--- src/rtl/alu_pkg.sv ---
// Shared ALU definitions: op encodings, datapath width, result bundle and
// the result-buffer state type used by the shared adder front end.
package alu_pkg;

    localparam int unsigned DATA_W = 32;

    localparam logic OP_ADD = 1'b0;
    localparam logic OP_SUB = 1'b1;

    typedef struct packed {
        logic [DATA_W-1:0] sum;
        logic              cout;
        logic              ovf;
    } alu_res_t;

    typedef enum logic {
        ST_EMPTY = 1'b0,
        ST_FULL  = 1'b1
    } buf_state_t;

endpackage

--- src/rtl/adder_arbiter_if.sv ---
// Request/response bundle between the ALU issue logic and the shared adder.
interface adder_arbiter_if
    import alu_pkg::*;
#(
    parameter int unsigned NREQ = 2,
    parameter int unsigned IDW  = 3
);
    logic [NREQ-1:0]        req_valid;
    logic [NREQ-1:0]        req_ready;
    logic [NREQ-1:0]        req_op;
    logic [NREQ*DATA_W-1:0] req_a;
    logic [NREQ*DATA_W-1:0] req_b;
    logic                   rsp_valid;
    logic                   rsp_ready;
    logic [IDW-1:0]         rsp_id;
    logic [DATA_W-1:0]      rsp_sum;
    logic                   rsp_cout;
    logic                   rsp_ovf;
    logic [31:0]            ops_done;

    modport master (
        output req_valid, req_op, req_a, req_b, rsp_ready,
        input  req_ready, rsp_valid, rsp_id, rsp_sum, rsp_cout, rsp_ovf, ops_done
    );

    modport slave (
        input  req_valid, req_op, req_a, req_b, rsp_ready,
        output req_ready, rsp_valid, rsp_id, rsp_sum, rsp_cout, rsp_ovf, ops_done
    );
endinterface

--- src/rtl/rr_arbiter.sv ---
// Round-robin picker: first valid requester at or after ptr, modulo NREQ.
module rr_arbiter #(
    parameter int unsigned NREQ = 2,
    parameter int unsigned IDW  = 3
) (
    input  logic [NREQ-1:0] valid,
    input  logic [IDW-1:0]  ptr,
    input  logic            enable,
    output logic [NREQ-1:0] grant,
    output logic [IDW-1:0]  idx
);
    logic        found;
    int unsigned j;

    always_comb begin
        grant = '0;
        idx   = '0;
        found = 1'b0;
        j     = 0;
        for (int unsigned k = 0; k < NREQ; k++) begin
            j = (32'(ptr) + k) % NREQ;
            if (!found && valid[j]) begin
                found = 1'b1;
                idx   = IDW'(j);
                if (enable) grant[j] = 1'b1;
            end
        end
    end
endmodule

--- src/rtl/thirtyTwoBitAdder.sv ---
// 32-bit adder built from eight 4-bit carry-lookahead blocks, block carries rippled.
module thirtyTwoBitAdder (
    input  logic [31:0] a,
    input  logic [31:0] b,
    input  logic        cin,
    output logic [31:0] sum,
    output logic        cout
);
    logic [8:0] c;

    assign c[0] = cin;

    for (genvar g = 0; g < 8; g++) begin : g_cla
        logic [3:0] p;
        logic [3:0] gn;
        logic [4:0] cc;

        assign p     = a[4*g +: 4] ^ b[4*g +: 4];
        assign gn    = a[4*g +: 4] & b[4*g +: 4];
        assign cc[0] = c[g];
        assign cc[1] = gn[0] | (p[0] & cc[0]);
        assign cc[2] = gn[1] | (p[1] & gn[0]) | (p[1] & p[0] & cc[0]);
        assign cc[3] = gn[2] | (p[2] & gn[1]) | (p[2] & p[1] & gn[0])
                     | (p[2] & p[1] & p[0] & cc[0]);
        assign cc[4] = gn[3] | (p[3] & gn[2]) | (p[3] & p[2] & gn[1])
                     | (p[3] & p[2] & p[1] & gn[0])
                     | (p[3] & p[2] & p[1] & p[0] & cc[0]);

        assign sum[4*g +: 4] = p ^ cc[3:0];
        assign c[g+1]        = cc[4];
    end

    assign cout = c[8];
endmodule

--- src/rtl/adder_arbiter.sv ---
// Shares one 32-bit CLA among NREQ add/sub requesters, round-robin, with a
// one-entry registered result buffer and an accepted-result counter.
module adder_arbiter
    import alu_pkg::*;
#(
    parameter int unsigned NREQ = 2,
    parameter int unsigned IDW  = 3
) (
    input logic            clk,
    input logic            rst,
    adder_arbiter_if.slave bus
);
    if (NREQ < 2 || NREQ > 8 || NREQ > (1 << IDW)) begin : g_bad_param
        $error("adder_arbiter: NREQ must be 2..8 and fit in IDW bits");
    end

    buf_state_t        state;
    logic [IDW-1:0]    ptr;
    logic [IDW-1:0]    id_q;
    alu_res_t          res;
    logic [31:0]       ops;

    logic              slot_free;
    logic [NREQ-1:0]   grant;
    logic [IDW-1:0]    gidx;
    logic              accept;
    logic [DATA_W-1:0] a_sel;
    logic [DATA_W-1:0] b_sel;
    logic              op_sel;
    logic [DATA_W-1:0] b_mux;
    logic [DATA_W-1:0] add_sum;
    logic              add_cout;
    logic              add_ovf;

    assign slot_free = (state == ST_EMPTY) || bus.rsp_ready;

    rr_arbiter #(.NREQ(NREQ), .IDW(IDW)) u_arb (
        .valid  (bus.req_valid),
        .ptr    (ptr),
        .enable (slot_free && !rst),
        .grant  (grant),
        .idx    (gidx)
    );

    assign accept        = |grant;
    assign bus.req_ready = grant;

    // Operand select; grant is one-hot so an AND-OR mux suffices.
    always_comb begin
        a_sel  = '0;
        b_sel  = '0;
        op_sel = OP_ADD;
        for (int unsigned i = 0; i < NREQ; i++) begin
            if (grant[i]) begin
                a_sel  = bus.req_a[i*DATA_W +: DATA_W];
                b_sel  = bus.req_b[i*DATA_W +: DATA_W];
                op_sel = bus.req_op[i];
            end
        end
    end

    assign b_mux = (op_sel == OP_SUB) ? ~b_sel : b_sel;

    thirtyTwoBitAdder u_add (
        .a    (a_sel),
        .b    (b_mux),
        .cin  (op_sel == OP_SUB),
        .sum  (add_sum),
        .cout (add_cout)
    );

    assign add_ovf = (a_sel[DATA_W-1] == b_mux[DATA_W-1]) && (add_sum[DATA_W-1] != a_sel[DATA_W-1]);

    always_ff @(posedge clk) begin
        if (rst) begin
            state <= ST_EMPTY;
            ptr   <= '0;
            id_q  <= '0;
            res   <= '0;
            ops   <= '0;
        end else begin
            if (state == ST_FULL && bus.rsp_ready) ops <= ops + 32'd1;
            if (accept) begin
                res   <= '{sum: add_sum, cout: add_cout, ovf: add_ovf};
                id_q  <= gidx;
                ptr   <= (gidx == IDW'(NREQ - 1)) ? '0 : gidx + IDW'(1);
            end
            case (state)
                ST_EMPTY: if (accept) state <= ST_FULL;
                ST_FULL:  if (bus.rsp_ready && !accept) state <= ST_EMPTY;
                default:  state <= ST_EMPTY;
            endcase
        end
    end

    assign bus.rsp_valid = (state == ST_FULL);
    assign bus.rsp_id    = id_q;
    assign bus.rsp_sum   = res.sum;
    assign bus.rsp_cout  = res.cout;
    assign bus.rsp_ovf   = res.ovf;
    assign bus.ops_done  = ops;

    // A pending request must hold its op, operands and valid until accepted.
    for (genvar i = 0; i < NREQ; i++) begin : g_req_chk
        a_req_stable: assert property (@(posedge clk) disable iff (rst)
            (bus.req_valid[i] && !bus.req_ready[i]) |=>
                (bus.req_valid[i] && $stable(bus.req_op[i])
                 && $stable(bus.req_a[i*DATA_W +: DATA_W])
                 && $stable(bus.req_b[i*DATA_W +: DATA_W])));
    end
endmodule

--- src/flat_wrapper.sv ---
// flat-port wrapper written by rule: the top's interface ports become plain ports
module adder_arbiter_flat import alu_pkg::*;
#(
    parameter int unsigned NREQ = 2,
    parameter int unsigned IDW  = 3
)
  (clk, rst, bus_req_valid, bus_req_op, bus_req_a, bus_req_b, bus_rsp_ready, bus_req_ready, bus_rsp_valid, bus_rsp_id, bus_rsp_sum, bus_rsp_cout, bus_rsp_ovf, bus_ops_done);
  adder_arbiter_if #(.NREQ(NREQ), .IDW(IDW)) bus_i ();
  input logic clk;
  input logic rst;
  input wire logic [$bits(bus_i.req_valid)-1:0] bus_req_valid;
  input wire logic [$bits(bus_i.req_op)-1:0] bus_req_op;
  input wire logic [$bits(bus_i.req_a)-1:0] bus_req_a;
  input wire logic [$bits(bus_i.req_b)-1:0] bus_req_b;
  input wire logic [$bits(bus_i.rsp_ready)-1:0] bus_rsp_ready;
  output wire logic [$bits(bus_i.req_ready)-1:0] bus_req_ready;
  output wire logic [$bits(bus_i.rsp_valid)-1:0] bus_rsp_valid;
  output wire logic [$bits(bus_i.rsp_id)-1:0] bus_rsp_id;
  output wire logic [$bits(bus_i.rsp_sum)-1:0] bus_rsp_sum;
  output wire logic [$bits(bus_i.rsp_cout)-1:0] bus_rsp_cout;
  output wire logic [$bits(bus_i.rsp_ovf)-1:0] bus_rsp_ovf;
  output wire logic [$bits(bus_i.ops_done)-1:0] bus_ops_done;
  assign bus_i.req_valid = bus_req_valid;
  assign bus_i.req_op = bus_req_op;
  assign bus_i.req_a = bus_req_a;
  assign bus_i.req_b = bus_req_b;
  assign bus_i.rsp_ready = bus_rsp_ready;
  assign bus_req_ready = bus_i.req_ready;
  assign bus_rsp_valid = bus_i.rsp_valid;
  assign bus_rsp_id = bus_i.rsp_id;
  assign bus_rsp_sum = bus_i.rsp_sum;
  assign bus_rsp_cout = bus_i.rsp_cout;
  assign bus_rsp_ovf = bus_i.rsp_ovf;
  assign bus_ops_done = bus_i.ops_done;
  adder_arbiter #(.NREQ(NREQ), .IDW(IDW)) u_core (.clk(clk), .rst(rst), .bus(bus_i));
endmodule
--- config.mk ---
export PLATFORM = sky130hd
export DESIGN_NAME = adder_arbiter_flat
export DESIGN_NICKNAME = d
export VERILOG_FILES = /design/src/rtl/alu_pkg.sv /design/src/rtl/adder_arbiter_if.sv /design/src/rtl/rr_arbiter.sv /design/src/rtl/thirtyTwoBitAdder.sv /design/src/rtl/adder_arbiter.sv /design/src/flat_wrapper.sv
export SDC_FILE = /design/constraint.sdc
export NUM_CORES = 1
export LEC_CHECK = 0
export CAP_MARGIN = 20
export CORE_MARGIN = 4
export CORE_UTILIZATION = 45
export DETAILED_ROUTE_END_ITERATION = 10
export MAX_ROUTING_LAYER = met4
export PLACE_DENSITY = 0.94
export SYNTH_ARGS = -nofsm -noshare
export SYNTH_HDL_FRONTEND = slang
export SYNTH_SLANG_ARGS = --single-unit
--- constraint.sdc ---
create_clock -name clk -period 11.11 [get_ports clk]
set_input_delay 3.333 -clock clk [delete_from_list [all_inputs] [get_ports clk]]
set_output_delay 3.333 -clock clk [all_outputs]
set_load 0.01 [all_outputs]
==> Changelog: implementation <==
## Flow update

- Worst hold path class: reg -> reg
- Clock Buffer Count: 12
- Flop count: roughly 70
- TritonCTS clock tree: done
- Synth Cell Area: slightly below 5000 sq um
- Maximum fanout along the worst path: 4
- Fraction of area in registers: 19.1%
- Share of layout cells above drive strength 1: between 4 and 5%
- Asr flop ratio synth: 0%
- Met1 wire length: 6180 um
- Final Slew Violations: 0
- Syn Inst Count: 595
- Minimum clock period: approximately 8.6 ns
- Sw power: between 0.2 and 0.25 mW
- EDFF count, synth: 0
- Max Fclk: 116 MHz
- Area Growth Syn to Fin: 47.5%
- Yosys aoi share: 22.7%
- Met3 wire length: 987 um
- Top sig layer: met4
- Critical Path AT: 5.26 ns
- Area reported by Yosys stat: 4900 sq um
- Top cells by area: dfxtp_1 28%, xor2_1 12%, ha_1 8.4%
- Area leader share: 28.2%
- Startpoint types: primary input
- Combinational fraction of the cell area: 45.9%
- Status: completed
- Combinational Power: 0.262 mW
- Met2 wire length: 7410 um
- Seq/Total Area, Yosys: 28.2%
- Post-synthesis xor/xnor area fraction: 14.8%
- Commonest cells after routing, fill and taps aside: 203 x clkdlybuf4s50_1, 69 x dfxtp_1, 67 x xor2_1
- Most numerous cell in the Yosys netlist: dfxtp_1
- Signal inverters: 17
- Final setup TNS: 0 ns
- RSZ-0062 raised after global routing: false
- # diodes: 0
- Port Buffers: 204
- Final worst path period share: around 77%
- Relative slew slack: 53.6%
- Basic Gates by Area: between 10% and 20%
- Int Power: between 0.5 and 0.6 mW
- Top cells by count: 69 x dfxtp_1, 67 x xor2_1, 58 x nand2_1, 53 x nor2_1, 45 x a21oi_1
- GP Congestion: 0.937
- Hold Crit Depth: 2
- Least-Margin Pin Slew: 0.696 ns
- Most area-hungry cell type in the Yosys netlist: dfxtp_1
- Area occupied by registers: 1380 sq um
- Gr ovfl total: 0
- Critical path endpoint category: output port
- Buffers outside the clock class: 209
- Registers, synthesis: 69
- Final cell count without fillers: ~900
- Worst-path clk slew: around 0.070 ns
- Critical path buffers and inverters: 2
- Tool warning count: 26
- Top non-seq family: AND-OR/OR-AND gates
- CP Depth: 5
- Commonest Layout Cell: clkdlybuf4s50_1
- Yosys cell types: 50
- Cells along the critical path: clkdlybuf4s50_1 -> nand2b_1 -> nor2b_1 -> and3_2 -> clkdlybuf4s50_1
- Sequential power: 0.273 mW
- Met2 Use GR: 40.6%
- Switching share of power: a little under a third
- Signal buffers share of area: between 20 and 30%
- Avg Vias per Cell: 5.50
- Final WS setup: 2.52 ns
- Setup violators final: 0
- Mux area share: 0%
- Maxcap violations: 0
- Worst hold start: u_core.bus.rsp_sum[2]
- CTS Hold Buffers Added: 0
- Worst R2R Path Depth: 18
- Post-place setup slack: 2.54 ns
- Placed Area: 7000 sq um
- CP required: 7.78 ns
- Setup Crit Path Kind: in -> out
- Top cell by count, worst path: clkdlybuf4s50_1
- Cts repair resizes: 0
- Average cell area after synthesis: between 8 and 9 sq um
- Post-CTS setup buffer count: 0
- Met3 usage: ~3.1%
- Clock-cell share: 2.91%
- DRC Markers: 0
- Reg power frac: 36.7%
- Filler cell count: 833
- Dpl cells: 902
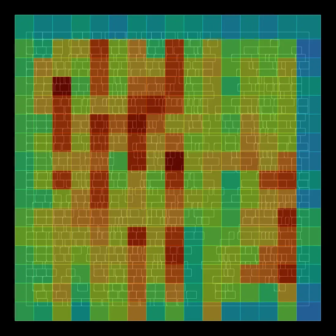
*Congestion heat map*
Top Usage Layer GRT: met2
GR Util met1: 28.4%
post-DR wirelength/cell: 16.3 um
GRT Overall Usage: 23.8%

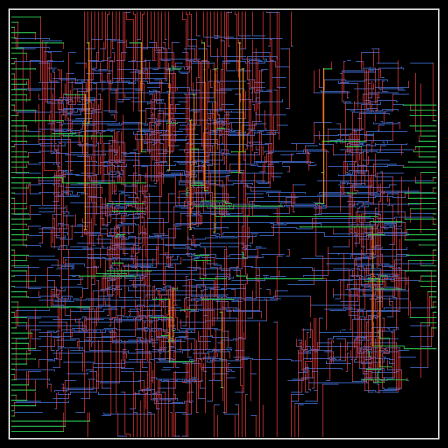
*Routed metal, one color a layer*
[met4] orange | wire length: 440 um
[met1] blue | wire length: 6,180 um
[met3] green | wire length: 987 um
[met2] red | wire length: 7,410 um
DR vias: 5,053
final WL: 15,000 um

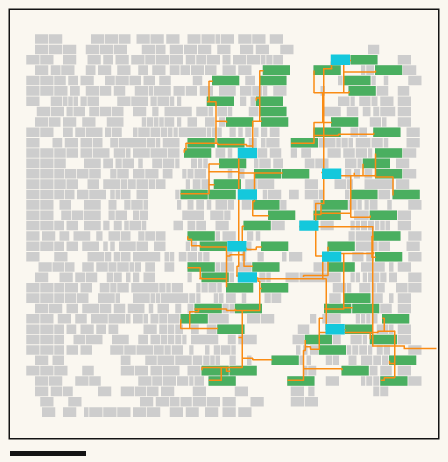
*Clock network drawn from the DEF*
Scale bar: 20 um.
[cells driving clock nets] cyan | count: 9
[clock wires] orange | length: 753 um
[flip-flops] green | count: 69
routed clock nets: 10
clk_skew: 0.00967 ns
clock share of power: 28.0%
Clock Latency Late Sink: 0.33 ns
Clk. pwr: 0.208 mW

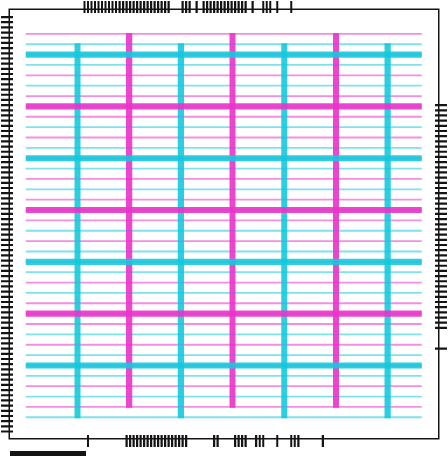
*Floorplan with the power grid*
Scale bar: 20 um. Pins as bars on the die edge.
[VSS] cyan
[VDD] magenta
rows: 37
met5 straps: 7
met1 rails: 38
met4 straps: 7
signal pins: 207
die span in y: 112 um
Chip Width: 112 um
Max VDD drop: 53.1 uV
CORE AREA: 10,500 sq um

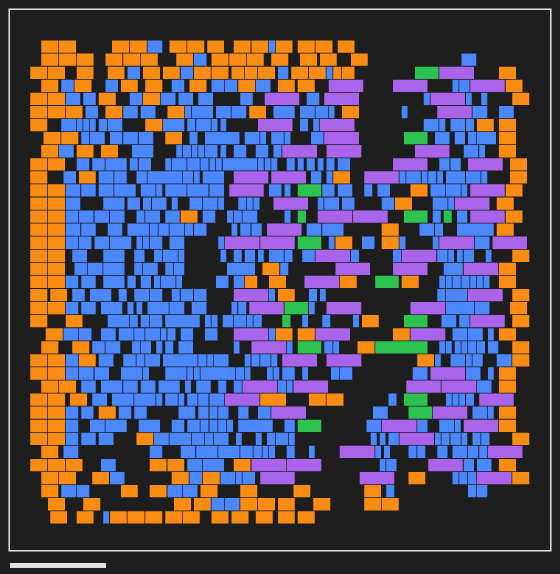
*Placement by cell class*
Scale bar: 20 um.
[other buffers and delay cells] orange | cells: 209
[flip-flops] purple | cells: 69
[all other logic] blue | cells: 489
[clock drivers and dummy loads] green | cells: 16
post-layout instance area: 7230 sq um
row count: 37
Final Core Density: 69.1%

Power is estimated from default activity; no workload was simulated.
